$ cat config.mk
export PLATFORM = sky130hd
export DESIGN_NAME = enoc_route_calc_pipe_flat
export DESIGN_NICKNAME = d
export VERILOG_FILES = /design/src/rtl/enoc_route_calc_pipe_pkg.sv /design/src/rtl/enoc_route_calc_pipe_if.sv /design/src/rtl/enoc_route_calc_pipe_dim_dir.sv /design/src/rtl/enoc_route_calc_pipe.sv /design/src/flat_wrapper.sv
export SDC_FILE = /design/constraint.sdc
export NUM_CORES = 1
export LEC_CHECK = 0
export ABC_AREA = 1
export CORE_ASPECT_RATIO = 1.2
export CORE_MARGIN = 2
export CORE_UTILIZATION = 30
export DETAILED_ROUTE_END_ITERATION = 8
export GPL_TIMING_DRIVEN = 0
export PLACE_DENSITY = 0.78
export SLEW_MARGIN = 20
export SYNTH_ARGS = -nofsm -noshare
export SYNTH_HDL_FRONTEND = slang
export SYNTH_HIERARCHICAL = 1
export SYNTH_SLANG_ARGS = --single-unit
$ cat constraint.sdc
create_clock -name clk -period 1.3 [get_ports clk]
set_clock_uncertainty 0.15 [all_clocks]
set_input_delay 0.39 -clock clk [delete_from_list [all_inputs] [get_ports clk]]
set_output_delay 0.39 -clock clk [all_outputs]
set_load 0.005 [all_outputs]
$ cat src/rtl/enoc_route_calc_pipe_pkg.sv
// Shared definitions for the ENoC route calculator: port indices, routing modes,
// the dimension-order permutation table and the one-hot request helper.
package enoc_route_pkg;

    localparam int M_MAX = 7;

    localparam logic [2:0] PORT_LOCAL = 3'd0;
    localparam logic [2:0] PORT_YP    = 3'd1;
    localparam logic [2:0] PORT_XP    = 3'd2;
    localparam logic [2:0] PORT_YM    = 3'd3;
    localparam logic [2:0] PORT_XM    = 3'd4;
    localparam logic [2:0] PORT_ZM    = 3'd5;
    localparam logic [2:0] PORT_ZP    = 3'd6;

    typedef enum logic [1:0] {
        MODE_DOR      = 2'd0,
        MODE_ROTATE   = 2'd1,
        MODE_ADAPTIVE = 2'd2
    } route_mode_e;

    localparam logic [1:0] DIM_X = 2'd0;
    localparam logic [1:0] DIM_Y = 2'd1;
    localparam logic [1:0] DIM_Z = 2'd2;

    // PERM_3D[p][s] is the dimension tried in slot s of order p:
    // 0 XYZ, 1 XZY, 2 ZXY, 3 ZYX, 4 YZX, 5 YXZ. 2D uses entries 0 (XY) and 5 (YX).
    localparam logic [5:0][2:0][1:0] PERM_3D = {
        {DIM_Z, DIM_X, DIM_Y},
        {DIM_X, DIM_Z, DIM_Y},
        {DIM_X, DIM_Y, DIM_Z},
        {DIM_Y, DIM_X, DIM_Z},
        {DIM_Y, DIM_Z, DIM_X},
        {DIM_Z, DIM_Y, DIM_X}
    };

    function automatic logic [0:M_MAX-1] onehot(input logic [2:0] idx, input int m);
        logic [0:M_MAX-1] r;
        for (int p = 0; p < M_MAX; p++) begin
            r[p] = (p < m) && (idx == 3'(p));
        end
        return r;
    endfunction

endpackage

$ cat src/rtl/enoc_route_calc_pipe_if.sv
// Input-buffer / switch-allocator handshake bundle of the route calculator.
// master = surrounding router logic, slave = the route calculator itself.
interface enoc_route_calc_pipe_if #(
    parameter int X_W      = 2,
    parameter int Y_W      = 2,
    parameter int Z_W      = 1,
    parameter int M        = 5,
    parameter int CREDIT_W = 4,
    parameter int TAG_W    = 8
);
    logic [X_W-1:0]                 i_x_dest;
    logic [Y_W-1:0]                 i_y_dest;
    logic [Z_W-1:0]                 i_z_dest;
    logic [TAG_W-1:0]               i_tag;
    logic                           i_val;
    logic                           o_rdy;
    logic [0:M-1][CREDIT_W-1:0]     i_credits;
    logic [0:M-1]                   o_output_req;
    logic [TAG_W-1:0]               o_tag;
    logic                           o_val;
    logic                           i_rdy;
    logic                           o_err;

    modport master (
        output i_x_dest, i_y_dest, i_z_dest, i_tag, i_val, i_credits, i_rdy,
        input  o_rdy, o_output_req, o_tag, o_val, o_err
    );

    modport slave (
        input  i_x_dest, i_y_dest, i_z_dest, i_tag, i_val, i_credits, i_rdy,
        output o_rdy, o_output_req, o_tag, o_val, o_err
    );
endinterface

$ cat src/rtl/enoc_route_calc_pipe_dim_dir.sv
// One routing dimension: is the destination legal, does this dimension still
// need hops, and which direction is minimal (mesh or wrap-around torus).
module enoc_dim_dir #(
    parameter int N     = 4,
    parameter int LOC   = 0,
    parameter int TORUS = 0,
    localparam int W    = $clog2(N)
) (
    input  logic [W-1:0] dest,
    output logic         productive,
    output logic         plus,
    output logic         legal
);

    logic [W:0]   dest_ext;
    logic [W:0]   raw;
    logic [W:0]   fwd;
    logic [W+1:0] twice_fwd;

    // fwd is the forward hop distance (dest - LOC) mod N; a tie goes to the + direction.
    always_comb begin
        dest_ext   = {1'b0, dest};
        raw        = dest_ext + (W+1)'(N - LOC);
        fwd        = (raw >= (W+1)'(N)) ? raw - (W+1)'(N) : raw;
        twice_fwd  = {fwd, 1'b0};
        legal      = dest_ext < (W+1)'(N);
        productive = dest != W'(LOC);
        if (TORUS != 0) begin
            plus = twice_fwd <= (W+2)'(N);
        end else begin
            plus = dest > W'(LOC);
        end
    end

endmodule

$ cat src/rtl/enoc_route_calc_pipe.sv
// Registered route calculator for one router input port: DOR, rotating
// dimension order or credit-adaptive minimal routing, one-stage valid/ready.
module enoc_route_calc_pipe
    import enoc_route_pkg::*;
#(
    parameter int X_NODES  = 4,
    parameter int Y_NODES  = 4,
    parameter int Z_NODES  = 1,
    parameter int X_LOC    = 0,
    parameter int Y_LOC    = 0,
    parameter int Z_LOC    = 0,
    parameter int TORUS    = 0,
    parameter int MODE     = 0,
    parameter int CREDIT_W = 4,
    parameter int TAG_W    = 8
) (
    input logic               clk,
    input logic               reset,
    enoc_route_calc_pipe_if.slave bus
);

    localparam int M       = (Z_NODES > 1) ? 7 : 5;
    localparam int PTR_MAX = (Z_NODES > 1) ? 6 : 2;
    localparam route_mode_e ROUTE_MODE = route_mode_e'(MODE[1:0]);

    logic x_prod, x_plus, x_legal;
    logic y_prod, y_plus, y_legal;
    logic z_prod, z_plus, z_legal;
    logic legal, rdy, accept, load;
    logic [2:0] ptr_q, ptr_next;
    logic [2:0][1:0] order;
    logic [3:0] dim_prod;
    logic [3:0][2:0] dim_port;
    logic [2:0] dor_port, rot_port, ada_port, route_port;
    logic rot_found;
    logic [CREDIT_W-1:0] best_credit;
    logic [0:M_MAX-1] req_full;
    logic val_q, err_q;
    logic [0:M-1] req_q;
    logic [TAG_W-1:0] tag_q;

    enoc_dim_dir #(.N(X_NODES), .LOC(X_LOC), .TORUS(TORUS)) u_dim_x (
        .dest(bus.i_x_dest), .productive(x_prod), .plus(x_plus), .legal(x_legal)
    );

    enoc_dim_dir #(.N(Y_NODES), .LOC(Y_LOC), .TORUS(TORUS)) u_dim_y (
        .dest(bus.i_y_dest), .productive(y_prod), .plus(y_plus), .legal(y_legal)
    );

    if (Z_NODES > 1) begin : g_z
        enoc_dim_dir #(.N(Z_NODES), .LOC(Z_LOC), .TORUS(TORUS)) u_dim_z (
            .dest(bus.i_z_dest), .productive(z_prod), .plus(z_plus), .legal(z_legal)
        );
    end else begin : g_no_z
        assign z_prod  = 1'b0;
        assign z_plus  = 1'b0;
        assign z_legal = 1'b1;
    end

    assign legal  = x_legal & y_legal & z_legal;
    assign rdy    = ~val_q | bus.i_rdy;
    assign accept = bus.i_val & rdy;
    assign load   = accept & legal;

    // Candidate port per dimension code; code 3 is a never-productive pad entry.
    always_comb begin
        dim_prod    = {1'b0, z_prod, y_prod, x_prod};
        dim_port[0] = x_plus ? PORT_XP : PORT_XM;
        dim_port[1] = y_plus ? PORT_YP : PORT_YM;
        dim_port[2] = z_plus ? PORT_ZP : PORT_ZM;
        dim_port[3] = PORT_LOCAL;

        if (x_prod)      dor_port = dim_port[0];
        else if (y_prod) dor_port = dim_port[1];
        else if (z_prod) dor_port = dim_port[2];
        else             dor_port = PORT_LOCAL;
    end

    always_comb begin
        if (Z_NODES > 1) begin
            order = PERM_3D[ptr_q];
        end else begin
            order = (ptr_q == 3'd0) ? PERM_3D[0] : PERM_3D[5];
        end
        rot_port  = PORT_LOCAL;
        rot_found = 1'b0;
        for (int s = 0; s < 3; s++) begin
            if (!rot_found && dim_prod[order[s]]) begin
                rot_port  = dim_port[order[s]];
                rot_found = 1'b1;
            end
        end
    end

    // Strict '>' keeps ties on the earlier dimension and never picks a zero-credit
    // port, so an all-zero productive set falls through to the DOR choice.
    always_comb begin
        ada_port    = dor_port;
        best_credit = '0;
        for (int d = 0; d < 3; d++) begin
            if (dim_prod[d] && (bus.i_credits[dim_port[d]] > best_credit)) begin
                best_credit = bus.i_credits[dim_port[d]];
                ada_port    = dim_port[d];
            end
        end
    end

    always_comb begin
        case (ROUTE_MODE)
            MODE_DOR:    route_port = dor_port;
            MODE_ROTATE: route_port = rot_port;
            default:     route_port = ada_port;
        endcase
        req_full = onehot(route_port, M);
        ptr_next = (ptr_q == 3'(PTR_MAX - 1)) ? 3'd0 : ptr_q + 3'd1;
    end

    always_ff @(posedge clk) begin
        if (reset) begin
            val_q <= 1'b0;
            req_q <= '0;
            tag_q <= '0;
            err_q <= 1'b0;
            ptr_q <= 3'd0;
        end else begin
            err_q <= accept & ~legal;
            if (rdy) begin
                val_q <= load;
                if (load) begin
                    req_q <= req_full[0:M-1];
                    tag_q <= bus.i_tag;
                end else begin
                    req_q <= '0;
                end
            end
            if (load) begin
                ptr_q <= ptr_next;
            end
        end
    end

    assign bus.o_rdy        = rdy;
    assign bus.o_val        = val_q;
    assign bus.o_output_req = req_q;
    assign bus.o_tag        = tag_q;
    assign bus.o_err        = err_q;

endmodule
$ cat src/flat_wrapper.sv
// flat-port wrapper written by rule: the top's interface ports become plain ports
module enoc_route_calc_pipe_flat import enoc_route_pkg::*;
#(
    parameter int X_NODES  = 4,
    parameter int Y_NODES  = 4,
    parameter int Z_NODES  = 1,
    parameter int X_LOC    = 0,
    parameter int Y_LOC    = 0,
    parameter int Z_LOC    = 0,
    parameter int TORUS    = 0,
    parameter int MODE     = 0,
    parameter int CREDIT_W = 4,
    parameter int TAG_W    = 8
)
  (clk, reset, bus_i_x_dest, bus_i_y_dest, bus_i_z_dest, bus_i_tag, bus_i_val, bus_i_credits, bus_i_rdy, bus_o_rdy, bus_o_output_req, bus_o_tag, bus_o_val, bus_o_err);
  enoc_route_calc_pipe_if #(.CREDIT_W(CREDIT_W), .TAG_W(TAG_W)) bus_i ();
  input logic clk;
  input logic reset;
  input wire logic [$bits(bus_i.i_x_dest)-1:0] bus_i_x_dest;
  input wire logic [$bits(bus_i.i_y_dest)-1:0] bus_i_y_dest;
  input wire logic [$bits(bus_i.i_z_dest)-1:0] bus_i_z_dest;
  input wire logic [$bits(bus_i.i_tag)-1:0] bus_i_tag;
  input wire logic [$bits(bus_i.i_val)-1:0] bus_i_val;
  input wire logic [$bits(bus_i.i_credits)-1:0] bus_i_credits;
  input wire logic [$bits(bus_i.i_rdy)-1:0] bus_i_rdy;
  output wire logic [$bits(bus_i.o_rdy)-1:0] bus_o_rdy;
  output wire logic [$bits(bus_i.o_output_req)-1:0] bus_o_output_req;
  output wire logic [$bits(bus_i.o_tag)-1:0] bus_o_tag;
  output wire logic [$bits(bus_i.o_val)-1:0] bus_o_val;
  output wire logic [$bits(bus_i.o_err)-1:0] bus_o_err;
  assign bus_i.i_x_dest = bus_i_x_dest;
  assign bus_i.i_y_dest = bus_i_y_dest;
  assign bus_i.i_z_dest = bus_i_z_dest;
  assign bus_i.i_tag = bus_i_tag;
  assign bus_i.i_val = bus_i_val;
  assign bus_i.i_credits = bus_i_credits;
  assign bus_i.i_rdy = bus_i_rdy;
  assign bus_o_rdy = bus_i.o_rdy;
  assign bus_o_output_req = bus_i.o_output_req;
  assign bus_o_tag = bus_i.o_tag;
  assign bus_o_val = bus_i.o_val;
  assign bus_o_err = bus_i.o_err;
  enoc_route_calc_pipe #(.X_NODES(X_NODES), .Y_NODES(Y_NODES), .Z_NODES(Z_NODES), .X_LOC(X_LOC), .Y_LOC(Y_LOC), .Z_LOC(Z_LOC), .TORUS(TORUS), .MODE(MODE), .CREDIT_W(CREDIT_W), .TAG_W(TAG_W)) u_core (.clk(clk), .reset(reset), .bus(bus_i));
endmodule
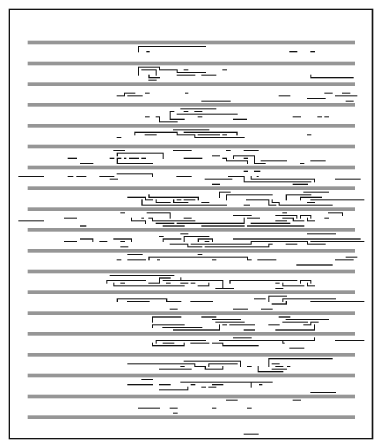
run_1/m1.png
Supply wires on this layer in grey.
longest straight run = 16.6 um
wire length on this layer = 732 um
drt total wl: 2000 um
GR met1 Demand/Resource: 13.3%
DR vias: 763

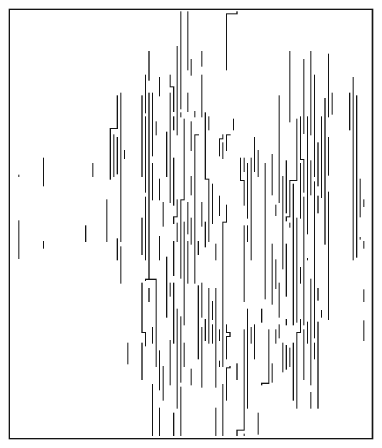
run_1/m2.png
main direction = vertical
longest straight run = 24.3 um
wire length on this layer = 1130 um

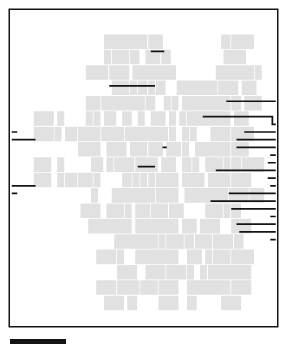
run_1/m3.png
Bar = 10 um. Cells faint in the background.
main direction = horizontal
nets with wire on the layer = 24
share of all routed wire = 5.9%
wire length on this layer = 118 um
longest straight run = 12.2 um
M3 GR Usage: 1.95%

==> out/qor.yml, run 1 <==
yosys:
  ys_top_cells_by_area: "dfxtp_1, nand2_1, a21oi_1"
  ys_top_logic_family: "simple AND/OR/NAND/NOR gates"
  mux_share_pct: 0
  most_common_cell: "nand2_1"
  ys_chip_area_sq_um: 674
  yosys.area.top_type: "dfxtp_1"
  fa_ha_area_share_pct: 0
  syn_inst: 91
  async_flop_share_pct: 0
  ys_ff: 15
power_and_ir_drop:
  pwr_density_cell_mw_per_mm2: 759
  p_int_uw: 704
  combPwrFrac_pct: 22.8
  p_switching_uw: 259
  ir_drop_uv: 347
  netSwitchingFraction_pct: 26.9
  p_leak_nw: 0.578
layout:
  finalInstanceArea_sq_mm: 0.00127
  antenna-diode-count: 0
  drive_above_1_share_pct: 62.6
status:
  violations: "negative setup slack"
  status: "complete, but fails checks"
grt:
  track_usage_pct: 14.1
clock_tree:
  clk_latency_ns: 0.28
  postCtsHoldBufs: 0
  h-tree-depth: 1
routing:
  drt_pass1_iterations: 4
  drc: 0
  drtIter0Drc: 9
floorplanning:
  fp_util_pct: 32.2
timing:
  rsz0062_at_grt: "true"
  fin_ws_ns: -0.116
  finalCritPeriodShare_pct: 109
  finalSetupViolations: 14
critical_path:
  crit_path_start_kind: "flop"
  cpPeakStageDelay_ns: 0.35
placement:
  dp.final_hpwl_um: 1210
  post_dp_cell_area_sq_mm: 0.00102
  preCtsSetupSlack_ns: -0.825
  numPortBuffers: 31
-- run 1: final timing paths --
kind / from / to / slack, ns / depth (start not counted)
worst max register to register: u_core/bus.o_val / u_core/bus.o_output_req[3] / -0.09 / 6
worst min register to register: u_core/bus.o_output_req[0] / u_core/bus.o_output_req[0] / 0.32 / 2
worst max-delay path: u_core/bus.o_val / bus_o_rdy / -0.12 / 3
worst min-delay path: u_core/bus.o_output_req[0] / u_core/bus.o_output_req[0] / 0.32 / 2
-- run 1: placed cells by master (no fill, tap or decap) --
cell type | Yosys | final
a21boi_4 | 1 | 1
nand3_4 | 0 | 1
clkinv_2 | 0 | 1
buf_2 | 0 | 10
buf_4 | 4 | 11
dfxtp_2 | 0 | 13
dfxtp_1 | 15 | 1
dlygate4sd2_1 | 0 | 4
a21oi_2 | 0 | 11
nor2_1 | 5 | 3
inv_2 | 0 | 1
nand3_1 | 12 | 1
buf_6 | 2 | 12
nor2_4 | 0 | 1
clkdlybuf4s50_1 | 0 | 11
inv_4 | 0 | 1
inv_1 | 12 | 10
a21oi_1 | 13 | 2
nor2_2 | 0 | 1
clkbuf_2 | 0 | 2
dfxtp_4 | 0 | 1
nand2_2 | 0 | 2
clkbuf_4 | 0 | 4
nand3_2 | 2 | 12
nand2_1 | 22 | 18
nand2_4 | 0 | 2
conb_1 | 2 | 2
-- run 1: logic make-up after synthesis --
| kind of cell | count (synthesis) |
|---|---|
| compound gates | 14 |
| simple gates | 41 |
| flops | 15 |
| other cells | 2 |
| buf+inv | 19 |
-- run 1: flip-flops by register name, summed over array words and instances (netlist names) --
register and flops:
u_core/bus.o_tag 8, u_core/bus.o_output_req 5, u_core/bus.o_err 1, u_core/bus.o_val 1
-- run 1: power groups by stage --
stage | logic (mW) | clock network [mW] | registers (mW)
global placement | 0.151 | 0 | 0.488
CTS | 0.186 | 0.269 | 0.477
detailed placement | 0.154 | 0 | 0.489
finish | 0.220 | 0.266 | 0.478
global route | 0.236 | 0.296 | 0.480
floorplan | 0.0692 | 0 | 0.490
-- run 1: cell type report --
cell class	count	area [sq um]	area share, %
Buffer	7	67.6	5.32
Multi-Input combinational cell	57	407	32.0
Sequential cell	15	320	25.2
Inverter	12	47.5	3.74
Tap cell	30	37.5	2.96
Timing Repair Buffer	44	363	28.6
Clock buffer	3	22.5	1.77
Clock inverter	1	5.00	0.394
-- run 1: worst min-delay path: stages, from the launching register on --
cell and delay [ns]:
dfxtp_2 0.33, nand2_1 0.05, a21oi_1 0.05
-- run 1: metal layers --
metal	vias to the layer above	wire, um
met5	-	0
met4	0	17
met3	2	117
met2	28	1130
met1	359	731
li1	374	-
-- run 1: what timing repair did --
action / in CTS / in global routing
buffers inserted: 9 / 3
endpoints found under the setup margin: 30 / 23
pin swaps: 9 / 8
resized: 100 / 30
cloned: 1 / 0
-- run 1: per-stage QoR --
stage | power, mW | utilization, % | TNS [ns] | cells
after CTS | 0.932 | 54.7 | -0.956 | 166
after detailed placement | 0.642 | 48.8 | -7.64 | 152
after global routing | 1.01 | 60.6 | -1.68 | 169
after global placement | 0.639 | 48.8 | -7.00 | 152
after floorplan | 0.559 | - | 0 | 91
final | 0.963 | 60.6 | -1.05 | 169
==> run 2, diff against run 1 <==
--- a/config.mk
+++ b/config.mk
@@ -8,12 +8,11 @@
 export ABC_AREA = 1
 export CORE_ASPECT_RATIO = 1.2
 export CORE_MARGIN = 2
-export CORE_UTILIZATION = 30
+export CORE_UTILIZATION = 27
 export DETAILED_ROUTE_END_ITERATION = 8
 export GPL_TIMING_DRIVEN = 0
-export PLACE_DENSITY = 0.78
+export PLACE_DENSITY = 0.81
 export SLEW_MARGIN = 20
 export SYNTH_ARGS = -nofsm -noshare
 export SYNTH_HDL_FRONTEND = slang
-export SYNTH_HIERARCHICAL = 1
 export SYNTH_SLANG_ARGS = --single-unit
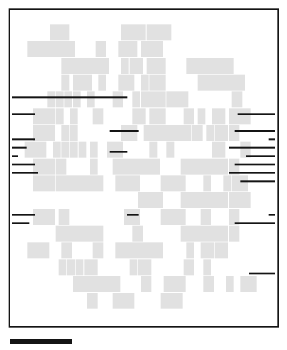
run_2/m3.png
Bar = 10 um. Cells faint in the background.
longest straight run = 18.4 um
share of all routed wire = 7.6%
wire length on this layer = 104 um
main direction = horizontal
nets with wire on the layer = 21

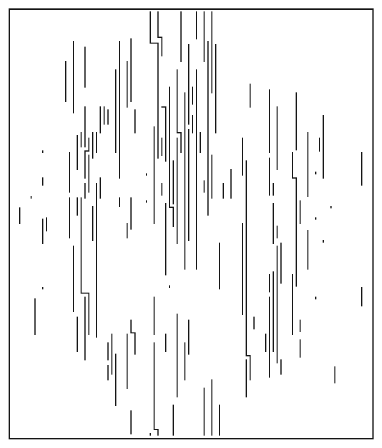
run_2/m2.png
main direction = vertical
nets with wire on the layer = 105
share of all routed wire = 52%
longest straight run = 23.8 um
DR vias: 571
met2 Use GR: 22.9%
drt total wl: 1360 um

==> run 2 against run 1 <==
Against the previous run:
- the run still ends with negative setup slack left
- setup slack got worse by 0.0036 ns
- synthesized cell count fell by 24%
- synthesized area fell by 26%
- sequential share of layout area rose by 5.5 points
- utilization fell by 10 points
- clock power fell by 7.5%
- routed wire length fell by 32%
- total power fell by 10%
- clock-buffer cell count rose by 1
- via count fell by 25%
- sequential power fell by 7.9%
- hold slack got worse by 0.026 ns
- largest cell class unchanged
- highest routed layer unchanged
==> out/qor.yml, run 2 <==
timing:
  fin_ws_ns: -0.120  # -0.00359 ns
  finalCritPeriodShare_pct: 109  # +0.28 points
  finalSetupViolations: 5  # -9
  rsz0062_at_grt: "true"
  fin_setup_tns_ns: -0.245  # +0.810 ns
hold_path:
  hold_end: "u_core.bus.o_output_req[3]"
  min_from: "u_core.bus.o_output_req[3]"
floorplanning:
  fp_util_pct: 28.1  # -4.1 points
layout:
  largest_reg_flops: 8  # unchanged
  final_common_cell: "nor2_1"
  layout_top_cells: "nor2_1, clkdlybuf4s50_1, dfxtp_2"
  layoutNonFillerInstCount: 128  # -24%
  drive_above_1_share_pct: 49.5  # -13 points
  finalInstanceArea_sq_um: 900  # -29%
clock_tree:
  h-tree-depth: 1  # unchanged
  clk_latency_ns: 0.27  # about the same
  postCtsHoldBufs: 0  # unchanged
critical_path:
  r2r-end: "u_core.bus.o_tag[1]"
  r2r_start: "u_core.bus.o_val"
  r2r_slack_ns: -0.02  # +0.07 ns
  crit_path_start_kind: "input pin"
yosys:
  most_common_cell: "nor2_1"
  ys_ff: 13  # -2
  syn_inst: 69  # -24%
  async_flop_share_pct: 0  # unchanged
  ys_chip_area_sq_um: 502  # -26%
  ys_warn_count: 0
  ys_top_cells_by_area: "dfxtp_1, nor2_1, o21ai_0"
placement:
  dp.final_hpwl_um: 936  # -23%
  dpl.cell_count: 118  # -22%
  post_dp_cell_area_sq_um: 820  # -20%
status:
  status: "complete, but fails checks"
  violations: "negative setup slack"
power_and_ir_drop:
  p_leak_nw: 0.421  # -27%
  ir_drop_uv: 469  # +35%
  power_uw: 867  # -10%
grt:
  antenna_found_initial: 0
  track_usage_pct: 12.1  # -2.0 points
routing:
  drtIter0Drc: 11  # +2
  wl_met1_um: 530  # -27%
  wl_met2_um: 704  # -38%
  wl_met3_um: 103  # -12%
  highest_layer: "met4"
  drc: 0  # unchanged
  drt_pass1_iterations: 4  # unchanged
## run 2: worst max-delay path by stage
stage	startpoint	endpoint	slack [ns]
floorplan	bus_i_rdy	u_core.bus.o_tag[0]	0.19
global placement	bus_i_rdy	bus_o_rdy	-0.84
detailed placement	bus_i_rdy	bus_o_rdy	-0.83
CTS	u_core.bus.o_val	bus_o_rdy	-0.11
global route	bus_i_rdy	bus_o_rdy	-0.15
finish	bus_i_rdy	bus_o_rdy	-0.12
## run 2: power breakdown
part / total, mW / internal (mW) / switching (mW)
sequential: 0.440 / 0.427 / 0.0137
clock: 0.246 / 0.119 / 0.127
combinational: 0.181 / 0.103 / 0.0778
total: 0.867 / 0.649 / 0.218
## run 2: critical path, cell delays in order
cell             delay [ns]
clkdlybuf4s15_1        0.24
inv_2                  0.10
nand2_4                0.05
buf_6                  0.10
## run 2: cell type report
cell class                 instances  area, sq um
buffer                             2         15.0
clock buffer                       4         26.3
fill                             208          887
inverter                           7         28.8
multi-input combinational         48          244
sequential                        13          277
tap                               19         23.8
timing repair buffer              35          285
## run 2: logic make-up after synthesis
logic type,synth area share (%)
simple gates,28.2
other cells,0.747
buf+inv,8.23
flops,51.9
compound gates,11.0
## run 2: per-layer routing
metal / vias to the layer above / GRT usage, %
met5: - / 0
met2: 22 / 22.9
li1: 290 / -
met1: 255 / 13.0
met3: 4 / 2.12
met4: 0 / 4.55
## run 2: metrics by stage
step | utilization [%] | hold slack [ns] | worst slack [ns]
2_1_floorplan | - | 0.285 | 0.195
3_3_place_gp | 45.9 | 0.285 | -0.836
3_5_place_dp | 45.9 | 0.287 | -0.831
4_1_cts | 46.0 | 0.293 | -0.112
5_1_grt | 50.4 | 0.311 | -0.147
6_report | 50.4 | 0.290 | -0.120
## run 2: timing repair
action                                  CTS  global route
gates resized                            70            20
pin swaps                                 1             9
endpoints found under the setup margin   25            12
setup buffers                             3             3
Power is estimated from default activity; no workload was simulated.
